<file path="config.mk">
export PLATFORM = sky130hd
export DESIGN_NAME = window_min_max
export DESIGN_NICKNAME = d
export VERILOG_FILES = /design/src/rtl/window_pkg.sv /design/src/rtl/window_min_max_compare.sv /design/src/rtl/window_min_max.sv
export SDC_FILE = /design/constraint.sdc
export NUM_CORES = 1
export LEC_CHECK = 0
export CORE_ASPECT_RATIO = 0.6
export CORE_MARGIN = 4
export CORE_UTILIZATION = 55
export CTS_CLUSTER_SIZE = 10
export DETAILED_ROUTE_END_ITERATION = 8
export PLACE_DENSITY = 0.81
export SLEW_MARGIN = 0
export SYNTH_ARGS = -nofsm -noshare
export SYNTH_HDL_FRONTEND = slang
export SYNTH_SLANG_ARGS = --single-unit
</file>
<file path="constraint.sdc">
create_clock -name clk -period 2.8 [get_ports clk]
set_clock_uncertainty 0.15 [all_clocks]
set_input_delay 0.28 -clock clk [delete_from_list [all_inputs] [get_ports clk]]
set_output_delay 0.28 -clock clk [all_outputs]
set_load 0.01 [all_outputs]
</file>
<file path="src/rtl/window_pkg.sv">
// Shared definitions for the windowed min/max reducer.
//   DEFAULT_WIDTH : default sample width used by the top and the comparator
//   state_t       : FSM state type, with encodings S_IDLE / S_ACCUM / S_HOLD
package window_pkg;

  localparam int unsigned DEFAULT_WIDTH = 4;

  typedef logic [1:0] state_t;

  localparam state_t S_IDLE  = 2'd0;
  localparam state_t S_ACCUM = 2'd1;
  localparam state_t S_HOLD  = 2'd2;

endpackage

</file>
<file path="src/rtl/window_min_max_compare.sv">
// Unsigned magnitude comparator, WIDTH-parameterised.
// Ports:
//   a, b : operands (unsigned)
//   lt   : a <  b
//   eq   : a == b
//   gt   : a >  b
module compare
  import window_pkg::*;
#(
  parameter int unsigned WIDTH = DEFAULT_WIDTH
) (
  input  logic [WIDTH-1:0] a,
  input  logic [WIDTH-1:0] b,
  output logic             lt,
  output logic             eq,
  output logic             gt
);

  assign lt = (a < b);
  assign eq = (a == b);
  assign gt = (a > b);

endmodule

</file>
<file path="src/rtl/window_min_max.sv">
// Streaming window reducer: accepts WIN_LEN unsigned samples over a valid/ready handshake
// and presents the window's min, max and an all-equal flag on a second valid/ready handshake.
// Ports:
//   clk, rst   : clock and synchronous active-high reset
//   in_valid   : sample valid;  in_ready : block can accept (low only while holding a result)
//   in_data    : sample value
//   out_valid  : result valid;  out_ready : sink takes the result
//   out_min    : smallest sample of the last completed window
//   out_max    : largest sample of the last completed window
//   out_all_eq : every sample of the last completed window was equal
// WIN_LEN must be >= 1.
module window_min_max
  import window_pkg::*;
#(
  parameter int unsigned WIDTH   = DEFAULT_WIDTH,
  parameter int unsigned WIN_LEN = 8
) (
  input  logic             clk,
  input  logic             rst,
  input  logic             in_valid,
  output logic             in_ready,
  input  logic [WIDTH-1:0] in_data,
  output logic             out_valid,
  input  logic             out_ready,
  output logic [WIDTH-1:0] out_min,
  output logic [WIDTH-1:0] out_max,
  output logic             out_all_eq
);

  localparam int unsigned CNT_W = $clog2(WIN_LEN + 1);

  state_t             state_q, state_d;
  logic [CNT_W-1:0]   cnt_q, cnt_d;
  logic [WIDTH-1:0]   min_q, min_d;
  logic [WIDTH-1:0]   max_q, max_d;
  logic               all_eq_q, all_eq_d;
  logic [WIDTH-1:0]   out_min_q, out_min_d;
  logic [WIDTH-1:0]   out_max_q, out_max_d;
  logic               out_all_eq_q, out_all_eq_d;

  logic min_lt, min_eq, min_gt;
  logic max_lt, max_eq, max_gt;
  logic in_xfer;

  compare #(.WIDTH(WIDTH)) u_cmp_min (
    .a  (in_data),
    .b  (min_q),
    .lt (min_lt),
    .eq (min_eq),
    .gt (min_gt)
  );

  compare #(.WIDTH(WIDTH)) u_cmp_max (
    .a  (in_data),
    .b  (max_q),
    .lt (max_lt),
    .eq (max_eq),
    .gt (max_gt)
  );

  // Comparator outputs that the reduction does not need.
  logic unused_cmp;
  assign unused_cmp = ^{min_gt, max_lt, max_eq};

  assign in_xfer = in_valid & in_ready;

  // State register and datapath registers.
  always_ff @(posedge clk) begin
    if (rst) begin
      state_q      <= S_IDLE;
      cnt_q        <= '0;
      min_q        <= '0;
      max_q        <= '0;
      all_eq_q     <= 1'b0;
      out_min_q    <= '0;
      out_max_q    <= '0;
      out_all_eq_q <= 1'b0;
    end else begin
      state_q      <= state_d;
      cnt_q        <= cnt_d;
      min_q        <= min_d;
      max_q        <= max_d;
      all_eq_q     <= all_eq_d;
      out_min_q    <= out_min_d;
      out_max_q    <= out_max_d;
      out_all_eq_q <= out_all_eq_d;
    end
  end

  // Next-state and datapath update.
  always_comb begin
    state_d      = state_q;
    cnt_d        = cnt_q;
    min_d        = min_q;
    max_d        = max_q;
    all_eq_d     = all_eq_q;
    out_min_d    = out_min_q;
    out_max_d    = out_max_q;
    out_all_eq_d = out_all_eq_q;

    unique case (state_q)
      S_IDLE: begin
        if (in_xfer) begin
          min_d    = in_data;
          max_d    = in_data;
          all_eq_d = 1'b1;
          cnt_d    = CNT_W'(1);
          state_d  = (WIN_LEN == 1) ? S_HOLD : S_ACCUM;
        end
      end
      S_ACCUM: begin
        if (in_xfer) begin
          if (min_lt) min_d = in_data;
          if (max_gt) max_d = in_data;
          // Equality is judged against the min as it stood before this sample.
          all_eq_d = all_eq_q & min_eq;
          cnt_d    = cnt_q + CNT_W'(1);
          if (cnt_q + CNT_W'(1) == CNT_W'(WIN_LEN)) state_d = S_HOLD;
        end
      end
      S_HOLD: begin
        if (out_ready) begin
          state_d = S_IDLE;
          cnt_d   = '0;
        end
      end
      default: state_d = S_IDLE;
    endcase

    // Publish the result only on window completion so the outputs keep the
    // previous window's values while the next one accumulates.
    if ((state_d == S_HOLD) && (state_q != S_HOLD)) begin
      out_min_d    = min_d;
      out_max_d    = max_d;
      out_all_eq_d = all_eq_d;
    end
  end

  // Handshake outputs.
  always_comb begin
    in_ready  = (state_q != S_HOLD);
    out_valid = (state_q == S_HOLD);
  end

  assign out_min    = out_min_q;
  assign out_max    = out_max_q;
  assign out_all_eq = out_all_eq_q;

endmodule
</file>
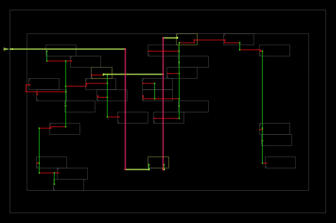
**Above:** run 1 (the clock network).
layout sequential cell count: 24
clk sinks: 24
clk latency late pin: 270 ps
number of clock buffer instances in the layout: 3
Clk. pwr: 202 µW

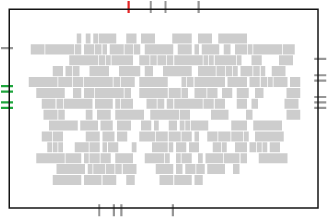
**Above:** run 1 (pin map).
(4 px per µm) Pins as bars across the die edge, other pins in grey.
Key: green = out_min [pins 4, direction output, edge left]; red = out_all_eq [pins 1, direction output, edge top]
Port Buffer Count: 18
overall die height: 49.3 µm
die width: 76.8 µm

==> impl_table.tex, run 1 <==
% Implementation results table
\begin{tabular}{lr}
\hline
Metric & Value \\
\hline
\multicolumn{2}{l}{\textbf{Clocking}} \\
\quad Clock tree from TritonCTS & built \\
\quad Number of buffers inserted by hold repair at cts & 0 \\
\quad Number of buffers created by CTS & 3 \\
\multicolumn{2}{l}{\textbf{Pwr}} \\
\quad Net Sw Frac & 31.3\% \\
\quad Part of the total power dissipated in sequential elements & 47.6\% \\
\multicolumn{2}{l}{\textbf{Yosys}} \\
\quad Main synth FF type & sky130\_fd\_sc\_hd\_\_dfxtp\_1 \\
\quad Number of instances in the synthesized netlist & 176 \\
\quad Cell count in the Yosys report & 176 \\
\quad Post-synthesis register bit count & 24 \\
\quad Post-synthesis cell area & 1560 µm² \\
\quad Library cell occupying the most area in the post-synthesis netlist & sky130\_fd\_sc\_hd\_\_dfxtp\_1 \\
\multicolumn{2}{l}{\textbf{Worst setup path}} \\
\quad Cell seen most often among critical-path stages & sky130\_fd\_sc\_hd\_\_a211oi\_1 \\
\quad Worst-case register-to-register setup slack & 230 ps \\
\quad Top fanout value on the critical path & 10 \\
\quad Ordered list of cells on the worst path & inv\_1, ha\_1, nand2b\_4, a211oi\_1, or2b\_1, a311oi\_1, a211oi\_1 \\
\multicolumn{2}{l}{\textbf{Floorplan}} \\
\quad Core Region & 2610 µm² \\
\quad Fp\_density & 59.9\% \\
\quad Total die size & 3790 µm² \\
\quad Row count & 14 \\
\multicolumn{2}{l}{\textbf{Layout}} \\
\quad Share of post-route cells with drive strength above 1 & 10.4\% \\
\quad Comb area & 956 µm² \\
\quad Fill count & 201 \\
\multicolumn{2}{l}{\textbf{Final timing}} \\
\quad Min Tclk post-route & 2570 ps \\
\quad Setup Viol. Count Final & 0 \\
\quad Fmax & 0.389 GHz \\
\multicolumn{2}{l}{\textbf{Run status}} \\
\quad Status & complete, no violations \\
\multicolumn{2}{l}{\textbf{Placement}} \\
\quad Cell Area, Placed & 1750 µm² \\
\multicolumn{2}{l}{\textbf{Global routing}} \\
\quad Antenna violations before repair & 0 \\
\multicolumn{2}{l}{\textbf{Flow run}} \\
\quad Tool Warnings & 29 \\
\hline
\end{tabular}
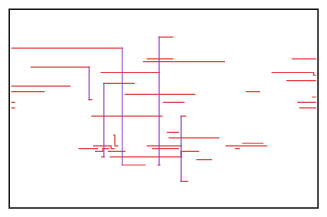
**Above:** run 1 (wiring by layer).
(4 px per µm) Two of the layers only.
Key: red = metal 3 [wire length 300 µm]; purple = metal 4 [wire length 104 µm]
global-route usage over all layers: 21.6%
final wirelength: 4000 µm
overall via count from detail_route: 1433
average wire per standard cell: 17.8 µm

-- run 1: how the worst min path moves through the flow --
| stage | depth (start not counted) | to | from |
|---|---|---|---|
| after global placement | 2 | all_eq_q | all_eq_q |
| final | 2 | out_min[1] | out_min[1] |
| after floorplan | 1 | state_q[1] | rst |
| after detailed placement | 2 | all_eq_q | all_eq_q |
| after global routing | 2 | cnt_q[3] | cnt_q[3] |
| after CTS | 2 | cnt_q[3] | cnt_q[3] |
-- run 1: placed cells by master (no fill, tap or decap), types with 4 or more instances in the layout --
master and count:
sky130_fd_sc_hd__nand3_1 4, sky130_fd_sc_hd__dfxtp_1 24, sky130_fd_sc_hd__o21ai_0 4, sky130_fd_sc_hd__nand2_1 10, sky130_fd_sc_hd__a211oi_1 12, sky130_fd_sc_hd__a21oi_1 19
sky130_fd_sc_hd__nor2b_1 5, sky130_fd_sc_hd__mux2_2 4, sky130_fd_sc_hd__inv_1 14, sky130_fd_sc_hd__ha_1 13, sky130_fd_sc_hd__a311oi_1 5, sky130_fd_sc_hd__clkdlybuf4s50_1 18
sky130_fd_sc_hd__nor2_1 10, sky130_fd_sc_hd__buf_4 5
-- run 1: worst max-delay path: cells and delay by family, from the launching register on --
kind / cells / cell delay, ps
AOI/OAI and AO/OA: 3 / 910
adders and majority gates: 1 / 340
buffers and inverters: 1 / 90
DFF: 1 / 390
and+or+nand+nor: 2 / 530
-- run 1: cells by family after synthesis --
group	synth area share [%]
AOI/OAI and AO/OA	31.7
DFF	30.7
and+or+nand+nor	16.2
muxes	2.88
buffers and inverters	8.09
adders and majority gates	10.4
-- run 1: power by group through the flow --
stage | Clock [µW] | Sequential [µW] | Combinational [µW]
final | 202 | 374 | 209
after global routing | 223 | 377 | 227
after CTS | 207 | 373 | 204
after detailed placement | 0 | 381 | 202
after global placement | 0 | 381 | 190
after floorplan | 0 | 377 | 148
-- run 1: routing by layer --
| metal | track usage (%) | share of wire [%] | vias up |
|---|---|---|---|
| met2 | 32.8 | 44 | 60 |
| met1 | 27.3 | 46 | 670 |
| li1 | - | - | 691 |
| met3 | 5.90 | 7.5 | 12 |
| met4 | 12.7 | 2.6 | 0 |
| met5 | 0 | 0 | - |
-- run 1: layout make-up --
type                    count  area share [%]
inverters                  14            2.94
repair buffers             23            12.2
multi-input cells         128            53.5
flip-flops and latches     24            26.9
clock buffers               3            2.31
well taps                  32            2.24
-- run 1: sequential cells by signal, summed over array words and instances, names as in the netlist --
register,cells
all_eq_q,1
cnt_q,4
max_q,4
min_q,4
out_all_eq,1
out_max,4
out_min,4
state_q,2
-- run 1: stage by stage --
step	setup WS, ps	power (µW)	util, %	hold slack (ps)	instances
6_report	228	784	68.5	376	224
5_1_grt	120	828	68.5	393	224
4_1_cts	282	785	68.5	370	224
3_5_place_dp	48.8	583	66.9	342	221
3_3_place_gp	194	571	66.9	318	221
2_1_floorplan	535	525	-	202	176
==> run 2, diff against run 1 <==
--- a/config.mk
+++ b/config.mk
@@ -14,4 +14,5 @@
 export SLEW_MARGIN = 0
 export SYNTH_ARGS = -nofsm -noshare
 export SYNTH_HDL_FRONTEND = slang
+export SYNTH_HIERARCHICAL = 1
 export SYNTH_SLANG_ARGS = --single-unit
==> constraint.sdc (replaced) <==
create_clock -name clk -period 2.8 [get_ports clk]
set_clock_uncertainty 0.15 [all_clocks]
set_input_delay 0.84 -clock clk [delete_from_list [all_inputs] [get_ports clk]]
set_output_delay 0.84 -clock clk [all_outputs]
set_load 0.01 [all_outputs]
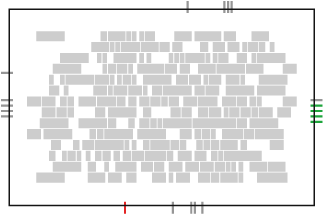
**Above:** run 2 (pin map).
(4 px per µm) Pins as bars across the die edge, other pins in grey.
Key: red = out_all_eq [pins 1, direction output, edge bottom]; green = out_min [pins 4, direction output, edge right]
All pins by edge: 5 left, 5 bottom, 5 right, 4 top.
overall die height: 48.7 µm
die width: 75.8 µm

==> run 2 against run 1 <==
Effect of this change:
- register-to-register slack better by 40 ps
- synthesized cell count down 1.7%
- critical path depth increased by 3
- core utilization increased by 4.2 points
- cell area increased by 4.7%
- via count fell by 1.7%
- global-route usage rose by 0.84 points
- sequential share of layout area down 1.1 points
- area after synthesis down 2.8%
- largest power group unchanged
==> impl_table.tex, run 2 <==
% Implementation results table
\begin{tabular}{lr}
\hline
Metric & Value \\
\hline
\multicolumn{2}{l}{\textbf{Floorplan}} \\
\quad Row count & 14 (unchanged) \\
\quad Total die size & 3690 µm² (-2.4\%) \\
\quad Core Region & 2570 µm² (-1.3\%) \\
\quad Fp\_density & 59.0\% (-0.89 points) \\
\multicolumn{2}{l}{\textbf{Yosys}} \\
\quad Number of instances in the synthesized netlist & 173 (-1.7\%) \\
\quad YS warnings & 6 \\
\quad Post-synthesis cell area & 1520 µm² (-2.8\%) \\
\multicolumn{2}{l}{\textbf{Hold path}} \\
\quad Min-Delay Startpoint & cnt\_q[2] \\
\multicolumn{2}{l}{\textbf{Pwr}} \\
\quad Part of the total power dissipated in sequential elements & 41.9\% (-5.7 points) \\
\quad Comb pwr share & 23.5\% \\
\quad Net Sw Frac & 27.6\% (-3.7 points) \\
\multicolumn{2}{l}{\textbf{Layout}} \\
\quad Fill count & 196 (-2.5\%) \\
\quad Share of post-route cells with drive strength above 1 & 18.4\% (+8.0 points) \\
\quad Most frequently placed logic cells in the final layout & sky130\_fd\_sc\_hd\_\_dfxtp\_1, sky130\_fd\_sc\_hd\_\_inv\_1, sky130\_fd\_sc\_hd\_\_a21oi\_1, sky130\_fd\_sc\_hd\_\_buf\_4 \\
\quad Share of the core filled with cells & 72.7\% (+4.2 points) \\
\multicolumn{2}{l}{\textbf{Worst setup path}} \\
\quad Dominant delay contributor by cell family on the critical path & AND-OR/OR-AND gates \\
\quad Top fanout value on the critical path & 5 (-5) \\
\quad Ordered list of cells on the worst path & dlygate4sd2\_1, ha\_1, buf\_4, a21oi\_1, and2\_1, inv\_2, nor2\_1, a22o\_1, a222oi\_1, a211oi\_1 \\
\quad Cell with the largest stage delay on the worst path & sky130\_fd\_sc\_hd\_\_ha\_1 \\
\multicolumn{2}{l}{\textbf{Drt}} \\
\quad Overall via count from detail\_route & 1408 (-1.7\%) \\
\quad Final wirelength & 3800 µm (-5.0\%) \\
\quad Number of DRC markers in iteration 0 & 268 \\
\quad Average wire per standard cell & 16.3 µm (-8.7\%) \\
\multicolumn{2}{l}{\textbf{Placement}} \\
\quad Cell total after placement & 229 (+3.6\%) \\
\quad Minimum setup slack after placement & -391 ps (-440 ps) \\
\multicolumn{2}{l}{\textbf{Final timing}} \\
\quad PnR worst setup slack & 123 ps (-105 ps) \\
\quad Fmax & 0.373 GHz (-3.9\%) \\
\quad Min Tclk post-route & 2680 ps (+105 ps) \\
\quad Fin Hold WS & 368 ps (-8.72 ps) \\
\quad Setup Viol. Count Final & 0 (unchanged) \\
\multicolumn{2}{l}{\textbf{Global routing}} \\
\quad Global-route usage over all layers & 22.4\% (+0.84 points) \\
\quad Wire length of the first global-routing pass & 6440 µm \\
\multicolumn{2}{l}{\textbf{Clocking}} \\
\quad Clk latency late pin & 270 ps (about the same) \\
\quad Number of buffers inserted by hold repair at cts & 0 (unchanged) \\
\quad Clk sinks & 24 (unchanged) \\
\quad Clock tree from TritonCTS & built \\
\quad Number of buffers created by CTS & 3 (unchanged) \\
\multicolumn{2}{l}{\textbf{Run status}} \\
\quad Status & complete, no violations \\
\hline
\end{tabular}
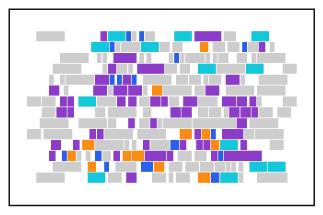
**Above:** run 2 (gate families picked out).
(4 px per µm)
Key: cyan = adder and majority cells [cells 13]; orange = AND and OR gates [cells 12]; purple = inverting AOI/OAI gates [cells 52]; blue = NAND gates [cells 16]
number of cells in the finished layout apart from fillers: 233
Top cell excl fill/tap: sky130_fd_sc_hd__dfxtp_1

run 2: power groups by stage:
stage	logic (µW)	clock network [µW]	registers [µW]
2_1_floorplan	143	0	374
3_5_place_dp	201	0	378
5_1_grt	231	325	373
6_report	208	307	371
4_1_cts	205	306	370
3_3_place_gp	192	0	377
run 2: final timing paths:
check,slack [ps],endpoint,depth (start not counted)
worst max-delay path,120,out_min[2],10
worst min-delay path,370,cnt_q[2],2
worst max register to register,270,out_min[2],8
worst min register to register,370,cnt_q[2],2
run 2: tightest hold or removal path: stages (launching register included):
cell	delay (ps)
sky130_fd_sc_hd__dfxtp_1	330
sky130_fd_sc_hd__o21ai_0	80
sky130_fd_sc_hd__a21oi_1	60
run 2: what timing repair did:
item / 4_1_cts / 5_1_grt
pin swaps: 2 / 0
setup endpoints to repair: 15 / 1
resized: 6 / 1
gates cloned: 0 / 0
run 2: area by class of cell:
class                   instances  area [µm²]  area share [%]
flip-flops and latches         24         482            25.7
multi-input cells             121         920            49.1
clock buffers                   3        41.3            2.21
repair buffers                 33         288            15.4
clock inverters                 1        30.0            1.60
inverters                      19        71.3            3.81
well taps                      32        40.0            2.14
run 2: per-layer routing:
metal | up-vias | track usage [%] | part of all wire, %
met4 | 0 | 4.94 | 1.1
met2 | 64 | 29.5 | 42
met1 | 651 | 35.6 | 49
met3 | 8 | 5.58 | 8.1
li1 | 685 | - | -
met5 | - | 0 | 0
run 2: per-stage QoR:
stage                     TNS, ps  power, µW
after floorplan                 0        516
after global placement      -4490        569
after detailed placement    -5680        580
after CTS                       0        881
after global routing            0        928
final                           0        886
Power figures rest on the tool's default switching activity, not on a simulated workload.
